### config.mk
export PLATFORM = sky130hd
export DESIGN_NAME = hazard_ctrl_gen2
export DESIGN_NICKNAME = d
export VERILOG_FILES = /design/src/rtl/cpu_types_pkg.sv /design/src/rtl/sat_counter.sv /design/src/rtl/hazard_ctrl_gen2.sv
export SDC_FILE = /design/constraint.sdc
export NUM_CORES = 1
export LEC_CHECK = 0
export CAP_MARGIN = 20
export CORE_UTILIZATION = 52
export DETAILED_ROUTE_END_ITERATION = 6
export GPL_ROUTABILITY_DRIVEN = 0
export PLACE_DENSITY = 0.85
export SYNTH_ARGS = -nofsm -noshare
export SYNTH_HDL_FRONTEND = slang
export SYNTH_HIERARCHICAL = 1
export SYNTH_SLANG_ARGS = --single-unit
### constraint.sdc
create_clock -name CLK -period 3.7 [get_ports CLK]
set_clock_uncertainty 0.1 [all_clocks]
set_input_delay 0.74 -clock CLK [delete_from_list [all_inputs] [get_ports CLK]]
set_output_delay 0.74 -clock CLK [all_outputs]
set_load 0.005 [all_outputs]
### src/rtl/cpu_types_pkg.sv
// Shared types for the MIPS core pipeline control logic.
package cpu_types_pkg;
  typedef logic [4:0] regbits_t;

  typedef enum logic {RUN = 1'b0, LU_STALL = 1'b1} hz_state_t;

  localparam logic [1:0] PC_SEQ = 2'b00;

  // Latch-control bundle driven by the hazard controller each cycle.
  typedef struct packed {
    logic pc_en;
    logic ifid_en;
    logic idex_en;
    logic exmem_en;
    logic memwb_en;
    logic ifid_flush;
    logic idex_flush;
  } hz_ctrl_t;

  localparam hz_ctrl_t HZ_IDLE   = '{default: 1'b0};
  localparam hz_ctrl_t HZ_RUN    = '{pc_en: 1'b1, ifid_en: 1'b1, idex_en: 1'b1,
                                     exmem_en: 1'b1, memwb_en: 1'b1, default: 1'b0};
  // Hold PC and IF/ID, push a bubble into ID/EX, let the back end drain.
  localparam hz_ctrl_t HZ_BUBBLE = '{idex_en: 1'b1, exmem_en: 1'b1, memwb_en: 1'b1,
                                     idex_flush: 1'b1, default: 1'b0};
endpackage

### src/rtl/sat_counter.sv
// Saturating up-counter with synchronous clear that wins over increment.
module sat_counter #(
  parameter int W = 16
) (
  input  logic         clk,
  input  logic         rst,
  input  logic         inc,
  input  logic         clr,
  output logic [W-1:0] count
);
  always_ff @(posedge clk or posedge rst) begin
    if (rst)                        count <= '0;
    else if (clr)                   count <= '0;
    else if (inc && (count != '1))  count <= count + 1'b1;
  end
endmodule

### src/rtl/hazard_ctrl_gen2.sv
// Pipeline hazard controller: load-use bubbles, redirect flushes, memory-wait
// freezes, plus saturating stall/flush performance counters.
module hazard_ctrl_gen2
  import cpu_types_pkg::*;
#(
  parameter int REG_W         = 5,
  parameter int LU_STALLS     = 1,
  parameter int RESOLVE_STAGE = 1,
  parameter int CNT_W         = 16
) (
  input  logic             CLK,
  input  logic             RST,
  input  logic [REG_W-1:0] ifid_rs,
  input  logic [REG_W-1:0] ifid_rt,
  input  logic             ifid_uses_rt,
  input  logic [REG_W-1:0] idex_rt,
  input  logic             idex_memread,
  input  logic [1:0]       pcsrc,
  input  logic             dmem_wait,
  input  logic             imem_wait,
  input  logic             cnt_clr,
  output logic             pc_en,
  output logic             ifid_en,
  output logic             idex_en,
  output logic             exmem_en,
  output logic             memwb_en,
  output logic             ifid_flush,
  output logic             idex_flush,
  output logic [CNT_W-1:0] stall_cnt,
  output logic [CNT_W-1:0] flush_cnt
);
  localparam int          LC_W    = 3;
  localparam logic [LC_W-1:0] LU_LOAD = LC_W'(LU_STALLS - 1);

  hz_state_t       state, state_nxt;
  logic [LC_W-1:0] lu_cnt, lu_cnt_nxt;
  hz_ctrl_t        ctl;
  logic            lu_hit, redirect, flush_inc;
  logic [1:0]      cnt_inc;
  logic [1:0][CNT_W-1:0] cnt_q;

  assign lu_hit = idex_memread && (idex_rt != '0) &&
                  ((idex_rt == ifid_rs) || (ifid_uses_rt && (idex_rt == ifid_rt)));
  assign redirect = (pcsrc != PC_SEQ);

  always_ff @(posedge CLK or posedge RST) begin
    if (RST) begin
      state  <= RUN;
      lu_cnt <= '0;
    end else begin
      state  <= state_nxt;
      lu_cnt <= lu_cnt_nxt;
    end
  end

  always_comb begin
    ctl        = HZ_IDLE;
    state_nxt  = state;
    lu_cnt_nxt = lu_cnt;
    flush_inc  = 1'b0;
    if (RST) begin
      ctl = HZ_IDLE;
    end else if (dmem_wait) begin
      ctl = HZ_IDLE;
    end else if (redirect) begin
      ctl            = HZ_RUN;
      ctl.ifid_flush = 1'b1;
      ctl.idex_flush = (RESOLVE_STAGE == 2);
      state_nxt      = RUN;
      lu_cnt_nxt     = '0;
      flush_inc      = 1'b1;
    end else if ((state == LU_STALL) || lu_hit) begin
      ctl = HZ_BUBBLE;
      // Hits seen while already stalling are covered by the running bubble train.
      if (state == LU_STALL) begin
        if (lu_cnt == LC_W'(1)) begin
          state_nxt  = RUN;
          lu_cnt_nxt = '0;
        end else begin
          lu_cnt_nxt = lu_cnt - 1'b1;
        end
      end else if (LU_STALLS > 1) begin
        state_nxt  = LU_STALL;
        lu_cnt_nxt = LU_LOAD;
      end
    end else if (imem_wait) begin
      ctl = HZ_BUBBLE;
    end else begin
      ctl = HZ_RUN;
    end
  end

  assign pc_en      = ctl.pc_en;
  assign ifid_en    = ctl.ifid_en;
  assign idex_en    = ctl.idex_en;
  assign exmem_en   = ctl.exmem_en;
  assign memwb_en   = ctl.memwb_en;
  assign ifid_flush = ctl.ifid_flush;
  assign idex_flush = ctl.idex_flush;

  assign cnt_inc = {flush_inc, ~ctl.pc_en};

  for (genvar i = 0; i < 2; i++) begin : g_cnt
    sat_counter #(.W(CNT_W)) u_cnt (
      .clk   (CLK),
      .rst   (RST),
      .inc   (cnt_inc[i]),
      .clr   (cnt_clr),
      .count (cnt_q[i])
    );
  end

  assign stall_cnt = cnt_q[0];
  assign flush_cnt = cnt_q[1];
endmodule

M1 wires:
Scale bar: 20 um.
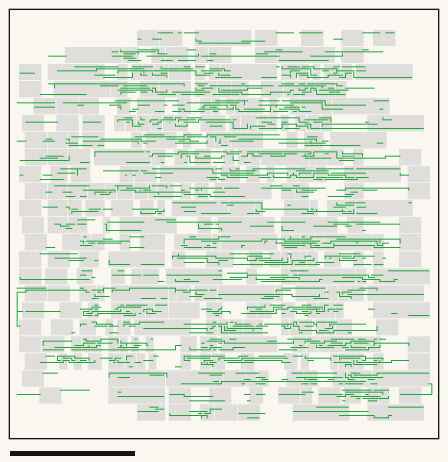
The wires run mostly horizontal. The layer holds 45% of the routed length. 294 nets have wire on it.
met1 usage: 30.5%
via count: 2,242

Signal wires on met2:
Scale bar: 20 um.
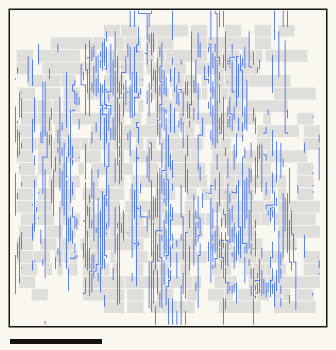
The layer holds 47% of the routed length. 298 nets have wire on it. The wires run mostly vertical. The layer carries 2,590 um of wire.
final wirelength: 5480 um
met2 GRT Util: 40.2%

==> metrics.yaml <==
dr.pass1.iters: 5
grt-ovfl-total: 0
top_area_share_pct: 39.3
hold_depth: 2
comb_area_sq_um: 1280
cp-startpoint: "idex_rt[1]"
yosys_warnings: 6
ys_cells: 256
clockBufferDepth: 2
cp_slowest_stage_delay_ns: 0.56
path_clk_slew_ns: 0.07
finalSetupViolCount: 0
area_delta_synth_final_pct: 32.5
maxSlewHeadroom_pct: 49.1
period_needed_ns: 3.53
avgViaCountPerCell: 6.04
cts-hold-fix-buffers: 0
grt-busiest-layer: "met2"
grt_pass1_wl_um: 8650
groute.usage.overall_pct: 25.1
layout.nets: 348
grt_max_degree: 25
pwr-share-comb_pct: 13.0
status: "complete, no violations"
fin_util_pct: 73.8
fmax_ghz: 0.283
postSynthAreaPerCell_sq_um: 8.95
fp_util_pct: 55.7
place_ws_ns: 0.159
seq_power_share_pct: 50.7
area_leaders: "dfrtp_1 (39%), a21oi_1 (5.2%), or4_1 (4.3%)"
grt_pass1_vias: 1994
power_density_nw_per_um2: 263
insertion_delay_ns: 0.29
worstMarginPinSlew_ns: 0.761
ir_drop_uv: 141
slew_viol_final: 0
drive_gt1_share_pct: 8.41
fa_ha_area_share_pct: 2.18
start_kind: "input port"
xor_area_share_pct: 3.82
The metal 3 layer:
Scale bar: 20 um.
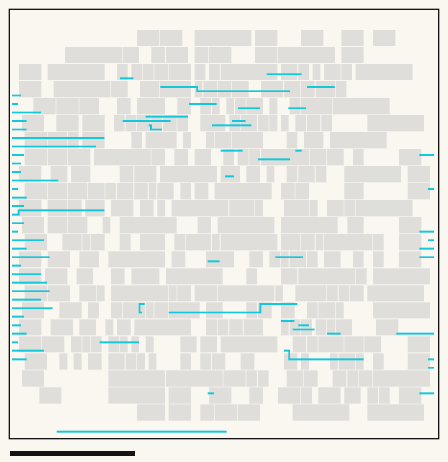
The layer holds 5.5% of the routed length. The layer carries 304 um of wire.
global routing usage on met3: 6.83%

Ports around the boundary:
Scale bar: 20 um. Pins as bars across the die edge, other pins in grey.
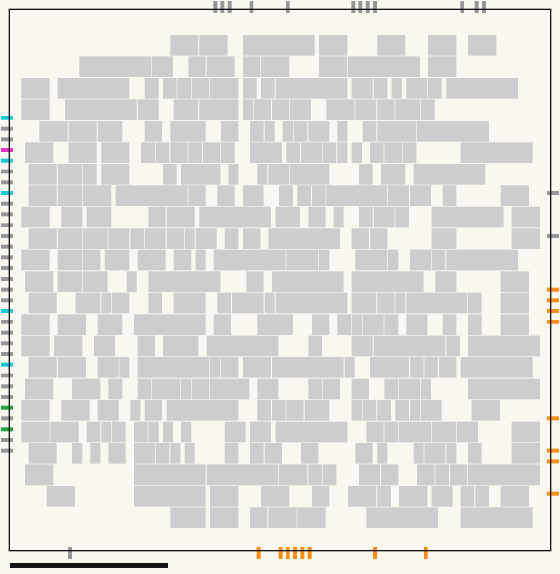
Key: `flush_cnt` = orange [pins 16, direction output, edge 8 bottom, 8 right]; `ifid_uses_rt` = magenta [pins 1, direction input, edge left]; `pcsrc` = green [pins 2, direction input, edge left]; `idex_rt` = cyan [pins 5, direction input, edge left]
All pins by edge: 32 left, 12 top, 10 right, 9 bottom.
Port Buffers: 62
Die H: 68.4 um
die extent in x: 68.4 um

power groups by stage:
stage / registers, mW / clock network, mW / logic, mW
after global placement: 0.412 / 0 / 0.101
after detailed placement: 0.412 / 0 / 0.104
after CTS: 0.405 / 0.294 / 0.105
final: 0.405 / 0.291 / 0.104
after global routing: 0.405 / 0.311 / 0.114
after floorplan: 0.411 / 0 / 0.0479
cells in the mapped netlist (2+ instances only):
library cell,number
a21oi_1,24
a31oi_1,2
and2_1,2
and4_1,2
buf_4,5
clkbuf_1,2
clkbuf_2,2
dfrtp_1,36
dlygate4sd1_1,2
ha_1,4
inv_1,9
mux2_2,4
mux2i_1,2
nand2_1,16
nand2b_1,4
nand3_1,14
nand4_1,8
nand4_4,2
nor2_1,11
nor2b_1,7
nor3_1,11
nor4_1,7
o21a_1,2
o21ai_0,16
o31ai_1,12
o41ai_1,4
or2_2,2
or3_1,12
or3_2,2
or4_1,13
or4_2,2
or4_4,2
xor2_1,9
worst max-delay path: cells and delay by family:
family	cells	cell delay, ns
buffers and inverters	2	0.97
AND/OR/NAND/NOR	2	0.69
AND-OR/OR-AND	2	0.28
cell type report:
| class | count | share of cell area, % |
|---|---|---|
| clock buffers | 8 | 2.97 |
| multi-input cells | 200 | 42.3 |
| flip-flops and latches | 36 | 29.7 |
| inverters | 9 | 1.11 |
| well taps | 50 | 2.06 |
| repair buffers | 68 | 21.9 |
stage by stage:
step           power, mW  instance area, sq um  hold WS (ns)  instances
3_3_place_gp       0.513                  2950         0.379        363
5_1_grt            0.831                  3040         0.420        371
4_1_cts            0.803                  3040         0.387        371
2_1_floorplan      0.459                  2290         0.350        256
6_report           0.799                  3040         0.382        371
3_5_place_dp       0.516                  2950         0.372        363
sequential cells by signal, summed over array words and instances, names as in the netlist:
register,flops
g_cnt.u_cnt/count,32
lu_cnt,3
state,1
Power figures rest on the tool's default switching activity, not on a simulated workload.
